**Run 1: cell area per tile**

Drawn at 2 px/um. The die is cut into 12 by 12 equal tiles; dark purple is low, yellow is high, 0 to 100% covered.
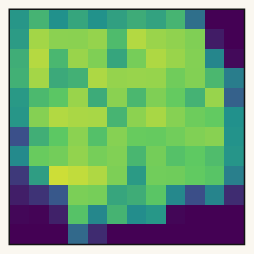
**Run 1: nets reached from selected ports**

Drawn at 3 px/um.
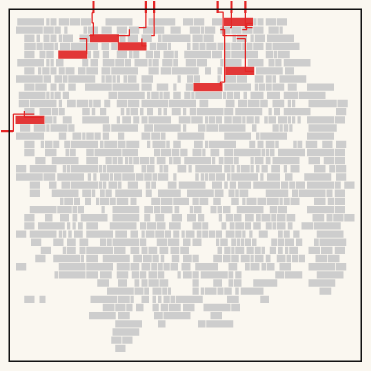
**Run 1: the clock network**

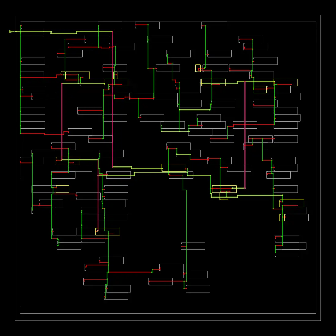
==> config.mk <==
export PLATFORM = sky130hd
export DESIGN_NAME = seg_scan_driver
export DESIGN_NICKNAME = d
export VERILOG_FILES = /design/src/rtl/seg_scan_driver.sv
export SDC_FILE = /design/constraint.sdc
export NUM_CORES = 1
export LEC_CHECK = 0
export ABC_CLOCK_PERIOD_IN_PS = 11200
export CORE_MARGIN = 1.5
export CORE_UTILIZATION = 54
export CTS_CLUSTER_DIAMETER = 40
export DETAILED_ROUTE_END_ITERATION = 10
export GPL_ROUTABILITY_DRIVEN = 0
export PLACE_DENSITY = 0.86
export SETUP_SLACK_MARGIN = 0.15
export SYNTH_ARGS = -nofsm -noshare
export SYNTH_HDL_FRONTEND = slang
export SYNTH_SLANG_ARGS = --single-unit
==> constraint.sdc <==
create_clock -name clk_clk -period 11.2 [get_ports clk_clk]
set_input_delay 1.12 -clock clk_clk [delete_from_list [all_inputs] [get_ports clk_clk]]
set_output_delay 1.12 -clock clk_clk [all_outputs]
set_load 0.01 [all_outputs]
==> flow_results.xml, run 1 <==
<?xml version="1.0" encoding="UTF-8"?>
<metrics>
  <group name="power_and_ir_drop">
    <metric name="int_pwr" unit="uW">745</metric>
    <metric name="power.density" unit="mW/mm^2">146</metric>
    <metric name="comb_cell_power" unit="uW">336</metric>
    <metric name="logic_pwr_share" unit="">0.287</metric>
  </group>
  <group name="timing">
    <metric name="finalMaxSlewViolations" unit="">0</metric>
    <metric name="time_the_final_worst_path_needs_with_i_o_delays_and_setup" unit="ps">6490</metric>
    <metric name="normalized_max_slew_margin" unit="">0.164</metric>
  </group>
  <group name="routing">
    <metric name="vias_per_cell" unit="">6.77</metric>
    <metric name="top_layer" unit="">met4</metric>
  </group>
  <group name="final_layout">
    <metric name="layout.nonclk_buf_frac" unit="">0.0930</metric>
    <metric name="fill_cells" unit="">1027</metric>
    <metric name="num-nets-final" unit="">845</metric>
    <metric name="number_of_inserted_diodes" unit="">1</metric>
    <metric name="finish.instance_area" unit="sq mm">0.00799</metric>
  </group>
  <group name="clock_network">
    <metric name="number_of_buffers_between_clock_root_and_the_deepest_sink" unit="">2</metric>
    <metric name="clk_pin_slew_worst_paths" unit="ps">70</metric>
    <metric name="postCtsResizedCells" unit="">0</metric>
    <metric name="ctsRootBufferMaster" unit="">sky130_fd_sc_hd__clkbuf_16</metric>
    <metric name="postCtsSetupRepairBufs" unit="">0</metric>
    <metric name="cts.hold.buffers_added" unit="">0</metric>
  </group>
  <group name="synthesis">
    <metric name="ys_cells" unit="">745</metric>
    <metric name="synthCells" unit="">745</metric>
    <metric name="yosysWarningCount" unit="">0</metric>
    <metric name="synth_cell_types" unit="">78</metric>
    <metric name="top_area_cells_in_the_synthesized_netlist" unit="">sky130_fd_sc_hd__dfrtp_1 (32%), sky130_fd_sc_hd__mux2_2 (6.6%), sky130_fd_sc_hd__nand2_1 (4.3%)</metric>
  </group>
  <group name="placement">
    <metric name="worst_slack_at_placement" unit="ps">4900</metric>
  </group>
  <group name="floorplan">
    <metric name="fp-row-count" unit="">41</metric>
    <metric name="fp.coreArea" unit="sq mm">0.0126</metric>
    <metric name="chipWidth" unit="um">117</metric>
  </group>
  <group name="global_route">
    <metric name="first_pass_grt_wire_length" unit="um">31700</metric>
    <metric name="grt_usage" unit="">0.302</metric>
    <metric name="grt_antenna_before_repair" unit="">1</metric>
  </group>
  <group name="critical_path">
    <metric name="critical_path_required" unit="ps">11440</metric>
  </group>
  <group name="outcome">
    <metric name="run_status" unit="">finished, final reports clean</metric>
  </group>
</metrics>
-- 'cell area per tile' (at the start) --
13% of the tiles are nearly empty. The emptiest ninth of the die: south-east. The fullest tile reaches 93%. The mean over all tiles is 57%.
Core Density at Floorplan: 0.555
final design utilization: 0.633

-- 'nets reached from selected ports' (at the start) --
Key: seg_n = red [direction output, edge 6 north, 1 west, end cells 7, wire 141 um]
number of input and output port buffers inserted: 69
I/O pin count: 70

-- 'the clock network' (at the start) --
worst-skew pair later-pin latency: 360 ps
count of sequential standard cells: 100
clock buffer instance count of the final layout: 12
number of clock sinks seen by CTS: 100
power attributed to the clock group: 303 uW

run 1: layer usage:
metal  GRT usage  up-vias
met5           0        -
met4       0.108        0
met3      0.0762       66
met2       0.481      370
met1       0.402     3167
li1            -     2880
run 1: worst max-delay path: cells and delay by family, from the launching register on:
family          cells  cell delay (ps)
simple gates        9             3560
fa+ha+maj           1              390
flops               1              430
mux                 1              500
compound gates      3             1480
run 1: kinds of logic after synthesis:
logic type	after synthesis	share of synthesized area
AOI/OAI and AO/OA	148	0.166
xor gates and xnor gates	59	0.0758
adders and majority gates	7	0.0125
buffers and inverters	65	0.0452
DFF	100	0.359
muxes	63	0.0989
and+or+nand+nor	303	0.243
## Run 2: what changed since run 1
--- a/config.mk
+++ b/config.mk
@@ -5,13 +5,13 @@
 export SDC_FILE = /design/constraint.sdc
 export NUM_CORES = 1
 export LEC_CHECK = 0
-export ABC_CLOCK_PERIOD_IN_PS = 11200
+export ABC_CLOCK_PERIOD_IN_PS = 5700
 export CORE_MARGIN = 1.5
-export CORE_UTILIZATION = 54
+export CORE_UTILIZATION = 53
 export CTS_CLUSTER_DIAMETER = 40
 export DETAILED_ROUTE_END_ITERATION = 10
 export GPL_ROUTABILITY_DRIVEN = 0
-export PLACE_DENSITY = 0.86
+export PLACE_DENSITY = 0.88
 export SETUP_SLACK_MARGIN = 0.15
 export SYNTH_ARGS = -nofsm -noshare
 export SYNTH_HDL_FRONTEND = slang
==> constraint.sdc (replaced) <==
create_clock -name clk_clk -period 5.7 [get_ports clk_clk]
set_input_delay 0.57 -clock clk_clk [delete_from_list [all_inputs] [get_ports clk_clk]]
set_output_delay 0.57 -clock clk_clk [all_outputs]
set_load 0.01 [all_outputs]
==> flow_results.xml, run 2 <==
<?xml version="1.0" encoding="UTF-8"?>
<metrics>
  <group name="final_layout">
    <metric name="finish.instance_area" unit="sq mm">0.00815</metric>
    <metric name="number_of_inserted_diodes" unit="">0</metric>
    <metric name="fill_cells" unit="">990</metric>
    <metric name="ff_count" unit="">100</metric>
    <metric name="final.signal_buffer_count" unit="">90</metric>
    <metric name="num-nets-final" unit="">859</metric>
    <metric name="layout.nonclk_buf_frac" unit="">0.104</metric>
  </group>
  <group name="critical_path">
    <metric name="critical_path_required" unit="ps">5940</metric>
    <metric name="cp.depth" unit="">16</metric>
    <metric name="critPathLaunchType" unit="">register</metric>
    <metric name="worst-path-buf-inv" unit="">1</metric>
    <metric name="ff2ff_setup_slack" unit="ps">520</metric>
  </group>
  <group name="clock_network">
    <metric name="ctsRootBufferMaster" unit="">sky130_fd_sc_hd__clkbuf_16</metric>
    <metric name="number_of_buffers_between_clock_root_and_the_deepest_sink" unit="">2</metric>
    <metric name="clock_sink_count" unit="">100</metric>
    <metric name="clk_pin_slew_worst_paths" unit="ps">70</metric>
    <metric name="cts.hold.buffers_added" unit="">0</metric>
    <metric name="clock_insertion_delay_worst_skew" unit="ps">360</metric>
    <metric name="postCtsResizedCells" unit="">0</metric>
    <metric name="postCtsSetupRepairBufs" unit="">0</metric>
  </group>
  <group name="placement">
    <metric name="worst_slack_at_placement" unit="ps">425</metric>
    <metric name="buffer_ports.inserted" unit="">69</metric>
  </group>
  <group name="synthesis">
    <metric name="largest_area_cell" unit="">sky130_fd_sc_hd__dfrtp_1</metric>
    <metric name="top_area_cells_in_the_synthesized_netlist" unit="">sky130_fd_sc_hd__dfrtp_1 (32%), sky130_fd_sc_hd__mux2_2 (6.6%), sky130_fd_sc_hd__nand2_1 (4.3%)</metric>
    <metric name="yosysWarningCount" unit="">0</metric>
    <metric name="synth_cell_types" unit="">78</metric>
    <metric name="synthCells" unit="">745</metric>
    <metric name="ys_cells" unit="">745</metric>
  </group>
  <group name="global_route">
    <metric name="grt_usage" unit="">0.286</metric>
    <metric name="met3_usage_grt" unit="">0.0470</metric>
    <metric name="grt_use_met1" unit="">0.418</metric>
    <metric name="gr_layer_usage_met2" unit="">0.418</metric>
    <metric name="grt_antenna_before_repair" unit="">0</metric>
    <metric name="first_pass_grt_wire_length" unit="um">32000</metric>
  </group>
  <group name="power_and_ir_drop">
    <metric name="power.density" unit="mW/mm^2">292</metric>
  </group>
  <group name="timing">
    <metric name="tightest_slew" unit="ps">980</metric>
    <metric name="finalMaxSlewViolations" unit="">0</metric>
    <metric name="time_the_final_worst_path_needs_with_i_o_delays_and_setup" unit="ps">5180</metric>
    <metric name="normalized_max_slew_margin" unit="">0.347</metric>
  </group>
  <group name="outcome">
    <metric name="run_status" unit="">finished, final reports clean</metric>
  </group>
  <group name="routing">
    <metric name="vias_per_cell" unit="">6.67</metric>
    <metric name="top_layer" unit="">met4</metric>
  </group>
  <group name="floorplan">
    <metric name="fp-row-count" unit="">41</metric>
    <metric name="chipWidth" unit="um">118</metric>
  </group>
</metrics>
-- run 2: netlist changes by cell type in the layout (fill, tap and decap cells not counted), sizes merged --
cell      delta
bufinv       +1
clkinvlp     +2
inv          +1
clkbuf       -2
clkinv       -2
buf         +14
diode        -1
-- run 2: where the power goes --
| group | switching (uW) | internal, uW |
|---|---|---|
| registers | 222 | 816 |
| clock network | 287 | 341 |
| logic | 357 | 359 |
| total | 866 | 1520 |
-- run 2: logic make-up (layout without fill, tap and decap cells) --
kind of cell               Yosys count  count (layout)  synth area share
AOI/OAI and AO/OA                  148             148             0.166
xor gates and xnor gates            59              59            0.0758
adders and majority gates            7               7            0.0125
buffers and inverters               65             119            0.0452
DFF                                100             100             0.359
muxes                               63              63            0.0989
and+or+nand+nor                    303             303             0.243
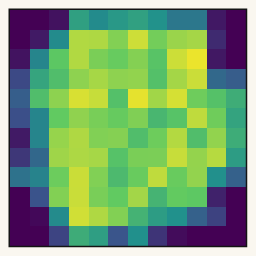
**Above:** run 2 (cell area per tile).
Drawn at 2 px/um. The die is cut into 12 by 12 equal tiles; dark purple is low, yellow is high, 0 to 100% covered.
44% of the tiles are over 75% full. The fullest tile reaches 97%. The emptiest ninth of the die: south-east. The mean over all tiles is 57%.
area of the core region: 0.0128 sq mm
final design utilization: 0.638
Core Density at Floorplan: 0.548

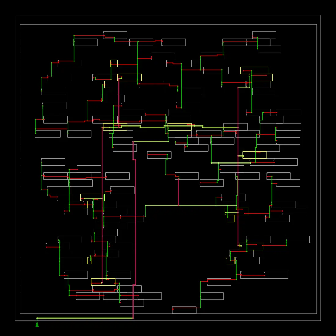
**Above:** run 2 (the clock network).
power attributed to the clock group: 628 uW
clock buffer instance count of the final layout: 10
cts bufs inserted: 9
setup skew after layout: 11.9 ps

Power and IR drop assume default switching activity.
